### config.mk
export PLATFORM = sky130hd
export DESIGN_NAME = trap_sequencer
export DESIGN_NICKNAME = d
export VERILOG_FILES = /design/src/rtl/trap_sequencer.sv
export SDC_FILE = /design/constraint.sdc
export NUM_CORES = 1
export LEC_CHECK = 0
export CAP_MARGIN = 20
export CORE_ASPECT_RATIO = 1.2
export CORE_MARGIN = 1
export CORE_UTILIZATION = 45
export DETAILED_ROUTE_END_ITERATION = 8
export PLACE_DENSITY = 0.86
export SLEW_MARGIN = 20
export SYNTH_ARGS = -nofsm -noshare
export SYNTH_HDL_FRONTEND = slang
export SYNTH_SLANG_ARGS = --single-unit
### constraint.sdc
create_clock -name CLK -period 3 [get_ports CLK]
set_clock_uncertainty 0.2 [all_clocks]
set_input_delay 0.75 -clock CLK [delete_from_list [all_inputs] [get_ports CLK]]
set_output_delay 0.75 -clock CLK [all_outputs]
set_load 0.01 [all_outputs]
### src/rtl/trap_sequencer.sv
`default_nettype none
// trap_sequencer: sequences traps and MRET through flush, machine-CSR update and PC redirect.
// Optional macro TRAP_VECTORED_EN: interrupts vector to MTVEC_BASE + 4*MCAUSE[4:0].
module trap_sequencer #(
  parameter logic [31:0] MTVEC_BASE    = 32'h0000_0100,
  parameter int unsigned FLUSH_TIMEOUT = 8
) (
  input  logic        CLK,
  input  logic        RSTn,
  input  logic        EN,
  input  logic        ILLEGAL_INSTR_i,
  input  logic        ECALL_i,
  input  logic        EXT_IRQ_i,
  input  logic        MRET_i,
  input  logic [31:0] TRAP_PC_i,
  input  logic [31:0] TRAP_INSTR_i,
  input  logic        FLUSH_ACK_i,
  output logic        STALL_o,
  output logic        FLUSH_o,
  output logic        PC_REDIRECT_o,
  output logic [31:0] PC_TARGET_o,
  output logic [31:0] MEPC_o,
  output logic [31:0] MCAUSE_o,
  output logic [31:0] MTVAL_o,
  output logic        MIE_o,
  output logic        BUSY_o
);

  typedef enum logic [2:0] {
    S_IDLE     = 3'd0,
    S_FLUSH    = 3'd1,
    S_SAVE     = 3'd2,
    S_RESTORE  = 3'd3,
    S_REDIRECT = 3'd4
  } state_t;

  typedef enum logic [2:0] {
    REQ_NONE  = 3'd0,
    REQ_IRQ   = 3'd1,
    REQ_ILL   = 3'd2,
    REQ_ECALL = 3'd3,
    REQ_MRET  = 3'd4
  } req_t;

  localparam int unsigned      CNT_W    = (FLUSH_TIMEOUT > 2) ? $clog2(FLUSH_TIMEOUT) : 1;
  localparam logic [CNT_W-1:0] CNT_LAST = CNT_W'(FLUSH_TIMEOUT - 1);
  localparam logic [31:0]      BASE     = MTVEC_BASE & 32'hFFFF_FFFC;

  state_t           state_q, state_d;
  req_t             kind_q, kind_d;
  req_t             req_win;
  logic             pend_q, pend_d;
  logic [31:0]      pc_q, pc_d;
  logic [31:0]      instr_q, instr_d;
  logic [CNT_W-1:0] cnt_q, cnt_d;
  logic [31:0]      mepc_q, mepc_d;
  logic [31:0]      mcause_q, mcause_d;
  logic [31:0]      mtval_q, mtval_d;
  logic             mie_q, mie_d;
  logic             mpie_q, mpie_d;

  always_comb begin
    req_win = REQ_NONE;
    if (EXT_IRQ_i && mie_q) begin
      req_win = REQ_IRQ;
    end else if (ILLEGAL_INSTR_i) begin
      req_win = REQ_ILL;
    end else if (ECALL_i) begin
      req_win = REQ_ECALL;
    end else if (MRET_i) begin
      req_win = REQ_MRET;
    end
  end

  always_comb begin
    state_d  = state_q;
    kind_d   = kind_q;
    pend_d   = pend_q;
    pc_d     = pc_q;
    instr_d  = instr_q;
    cnt_d    = cnt_q;
    mepc_d   = mepc_q;
    mcause_d = mcause_q;
    mtval_d  = mtval_q;
    mie_d    = mie_q;
    mpie_d   = mpie_q;

    case (state_q)
      S_IDLE: begin
        // Accept latches the winner; the FSM leaves IDLE one cycle later.
        if (pend_q) begin
          pend_d  = 1'b0;
          cnt_d   = '0;
          state_d = S_FLUSH;
        end else if (EN && (req_win != REQ_NONE)) begin
          pend_d  = 1'b1;
          kind_d  = req_win;
          pc_d    = TRAP_PC_i;
          instr_d = TRAP_INSTR_i;
        end
      end
      S_FLUSH: begin
        if (FLUSH_ACK_i || (cnt_q == CNT_LAST)) begin
          state_d = (kind_q == REQ_MRET) ? S_RESTORE : S_SAVE;
        end else begin
          cnt_d = cnt_q + 1'b1;
        end
      end
      S_SAVE: begin
        mepc_d = pc_q & 32'hFFFF_FFFC;
        mpie_d = mie_q;
        mie_d  = 1'b0;
        case (kind_q)
          REQ_IRQ: begin
            mcause_d = 32'h8000_000B;
            mtval_d  = '0;
          end
          REQ_ILL: begin
            mcause_d = 32'd2;
            mtval_d  = instr_q;
          end
          default: begin
            mcause_d = 32'd11;
            mtval_d  = '0;
          end
        endcase
        state_d = S_REDIRECT;
      end
      S_RESTORE: begin
        mie_d   = mpie_q;
        mpie_d  = 1'b1;
        state_d = S_REDIRECT;
      end
      S_REDIRECT: begin
        state_d = S_IDLE;
      end
      default: begin
        state_d = S_IDLE;
      end
    endcase
  end

  always_ff @(posedge CLK or negedge RSTn) begin
    if (!RSTn) begin
      state_q  <= S_IDLE;
      kind_q   <= REQ_NONE;
      pend_q   <= 1'b0;
      pc_q     <= '0;
      instr_q  <= '0;
      cnt_q    <= '0;
      mepc_q   <= '0;
      mcause_q <= '0;
      mtval_q  <= '0;
      mie_q    <= 1'b0;
      mpie_q   <= 1'b0;
    end else begin
      state_q  <= state_d;
      kind_q   <= kind_d;
      pend_q   <= pend_d;
      pc_q     <= pc_d;
      instr_q  <= instr_d;
      cnt_q    <= cnt_d;
      mepc_q   <= mepc_d;
      mcause_q <= mcause_d;
      mtval_q  <= mtval_d;
      mie_q    <= mie_d;
      mpie_q   <= mpie_d;
    end
  end

  always_comb begin
    // Fetch is also frozen during the accept-to-FLUSH gap.
    STALL_o       = (state_q != S_IDLE) || pend_q;
    FLUSH_o       = (state_q == S_FLUSH);
    PC_REDIRECT_o = (state_q == S_REDIRECT);
    BUSY_o        = (state_q != S_IDLE);
  end

  always_comb begin
    PC_TARGET_o = BASE;
    if (kind_q == REQ_MRET) begin
      PC_TARGET_o = mepc_q;
    end
`ifdef TRAP_VECTORED_EN
    else if (kind_q == REQ_IRQ) begin
      PC_TARGET_o = BASE + {25'd0, mcause_q[4:0], 2'b00};
    end
`endif
  end

  assign MEPC_o   = mepc_q;
  assign MCAUSE_o = mcause_q;
  assign MTVAL_o  = mtval_q;
  assign MIE_o    = mie_q;

endmodule
`default_nettype wire

==> images/power_grid.png <==
(3 px per um) Pins as bars on the die edge.
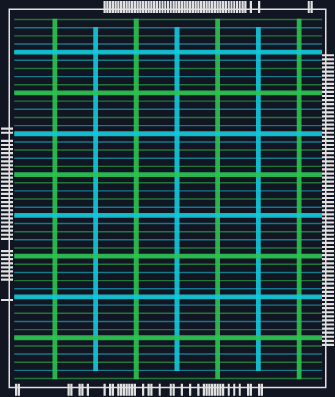
[VDD] cyan
[VSS] green
met4 straps: 7
signal pins: 205
rows: 44
met1 rails: 45

==> images/placement_by_type.png <==
(2 px per um) Fill, decap, tap and diode cells in grey.
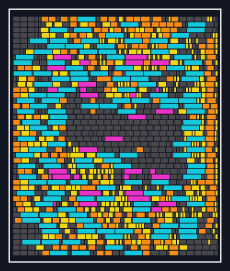
[clock drivers and dummy loads] magenta | cells: 31 | share of their area: 7.7%
[combinational and other logic] yellow | cells: 305 | share of their area: 25%
[other buffers and delay cells] orange | cells: 182 | share of their area: 24%
[flops] cyan | cells: 139 | share of their area: 44%

==> GITHUB_STEP_SUMMARY <==
### Flow metrics

| Metric | Value |
|---|---|
| Comb_multi_in | `301` |
| Metal-1 WL | `5210 um` |
| Post_cts resized | `1` |
| Via-per-instance ratio | `4.98` |
| HPWL Detailed | `9190 um` |
| Final hold vios | `0` |
| Non-filler cells, final | `818` |
| Met2 Use GR | `37.9%` |
| Setup slack at placement | `around 0.23 ns` |
| WP data arrival | `2.00 ns` |
| Tool warning count | `29` |
| Hold buffers post-CTS | `0` |
| WHS | `0.136 ns` |
| Post-synth regs | `139` |
| Yosys warnings | `0` |
| Routed Antenna Nets | `0` |
| R2r setup slk | `around 0.67 ns` |
| Pleak | `4.17 nW` |
| Mapped Area | `approximately 5700 sq um` |
| Total power | `8.45 mW` |
| Chip area | `roughly 13000 sq um` |
| VDD IR max | `0.580 mV` |
| Most frequent cells in the layout | `clkdlybuf4s50_1 (141), dfrtp_1 (138), nand2_1 (95)` |
| Synth Seq Share | `60.7%` |
| Xor/xnor share | `0%` |
| Final instance area | `8180 sq um` |
| Top cells by area | `dfrtp_1 (61%), mux2_2 (11%), nand2_1 (6.2%), a22o_1 (4.9%), buf_4 (4.3%)` |
| Signal buffers | `182` |
| Final core occ | `66.6%` |
| Routability cong. | `around 0.75` |
| Sequential cell area | `3480 sq um` |
| Final Cycle Share | `98.2%` |
| Syn Area/Cell | `12.2 sq um` |
| Clock-cell share of area | `7.48%` |
| Largest net degree at the start of global routing | `74` |
| Top cells by count | `dfrtp_1 (139), nand2_1 (95), mux2_2 (58), buf_4 (33), a22o_1 (32)` |
| Worst Path Required | `a little over 2 ns` |
| Nets | `719` |
| Final-layout non-clock buffer area share | `23.1%` |
| Clk sink count | `approximately 140` |
| Power Internal | `5.89 mW` |
| Fillers | `~910` |
| Post-synth EDFFs | `0` |
| Yosys cell count | `470` |
| Most frequent logic cell in the layout | `clkdlybuf4s50_1` |
| Dominant cell type by area after synthesis | `dfrtp_1` |
| Post-CTS Setup Inserts | `0` |
| GRT Residual Overflow | `0` |
| N_taps | `161` |
| Dominant kind of combinational cell | `simple AND/OR/NAND/NOR gates` |
| Clock Pin Slew Worst Setup and Hold Paths | `approximately 0.060 ns` |
| Max Slew Vio Count | `0` |
| Fraction of registers with async set/reset | `100%` |
| Met1 Use GR | `approximately a quarter` |
| RSZ-0062 raised after global routing | `true` |
| Flip-flops | `139` |
| Crit. End Element | `output port` |
| Metal3 WL | `728 um` |
| Worst Hold Class | `input pin to asynchronous set/reset pin` |
| Io pins | `~200` |
| Cell Rows | `44` |
| CTS tree | `built` |
| Worst-Margin Slew | `0.681 ns` |
| Layout area overhead | `42.9%` |
| FA/HA/MAJ Cells, Area Fraction | `0.437%` |
| Share of layout cells above drive strength 1 | `around 17%` |
| Top layer in use | `met4` |
| Largest class | `sequential cells` |
| Vias in the first global route | `4299` |
| Max-cap viol count | `0` |
| Chip area in the Yosys report | `5730 sq um` |
| Non-CTS inverters | `4` |
| CTS Buf Count | `17` |
| Logic area | `~2000 sq um` |
| Iter 0 DRT Violations | `247` |
| Final worst path period need | `2.95 ns` |
| Seq/total area | `42.5%` |
| Status | `finished, final reports clean` |
| First-pass GRT wire length | `21800 um` |
| Seq power | `3.32 mW` |
| Die Span Y | `between 100 and 150 um` |
| Sequential Power Share | `39.3%` |
| Dpl cells | `787` |
| Clock root cell | `clkbuf_16` |
| Max-area cell share | `60.7%` |
==> images/clk_routes.png <==
(4 px per um)
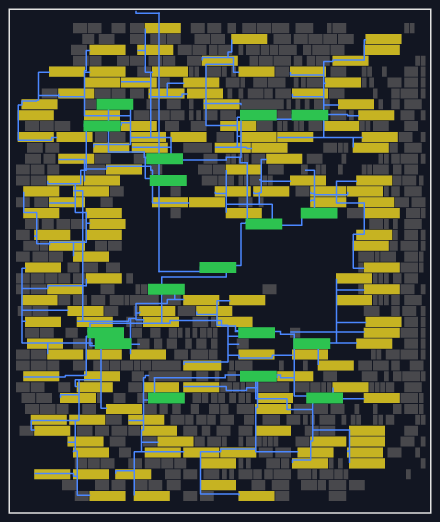
[clock drivers] green | count: 17
[flip-flops] yellow | count: 139
[clock wires] blue | length: 1640 um
routed clock nets: 18
flops lie: widely spread
Clock power frac: 25.3%
Clock Latency Late Sink: 0.41 ns
Clk power: 2.14 mW

==> images/wires.png <==
(3 px per um) Only two layers are drawn.
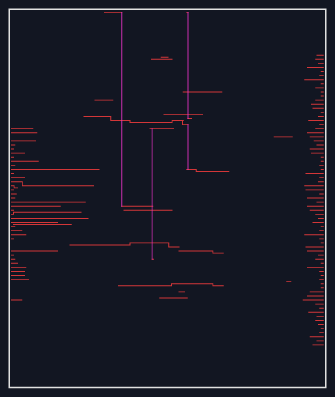
[metal 3] red | wire length: 728 um
[metal 4] magenta | wire length: 158 um
wire per inst: 16.5 um
total wire length: 13500 um
vias: 4077
GRT Resource Usage Total: 21.3%

==> worst max path at each step <==
stage                                 from                      end  slack (ns)  cells past startpoint
floorplan           state_q[1]$_DFFE_PN0P_  instr_q[21]$_DFFE_PN0P_        0.76                      5
detailed placement               EXT_IRQ_i     pc_q[12]$_DFFE_PN0P_        0.23                      5
global placement                 EXT_IRQ_i      pc_q[6]$_DFFE_PN0P_        0.31                      5
CTS                  kind_q[2]$_DFFE_PN0P_          PC_TARGET_o[31]       0.006                      4
global route         kind_q[2]$_DFFE_PN0P_          PC_TARGET_o[19]       -0.05                      4
finish               kind_q[2]$_DFFE_PN0P_          PC_TARGET_o[19]        0.05                      4
==> critical path, cell delays in order (launching register included) <==
cell             delay [ns]
dfrtp_1                0.41
nor3b_2                0.21
buf_6                  0.24
and2_1                 0.19
clkdlybuf4s50_1        0.54
Power is estimated from default activity; no workload was simulated.
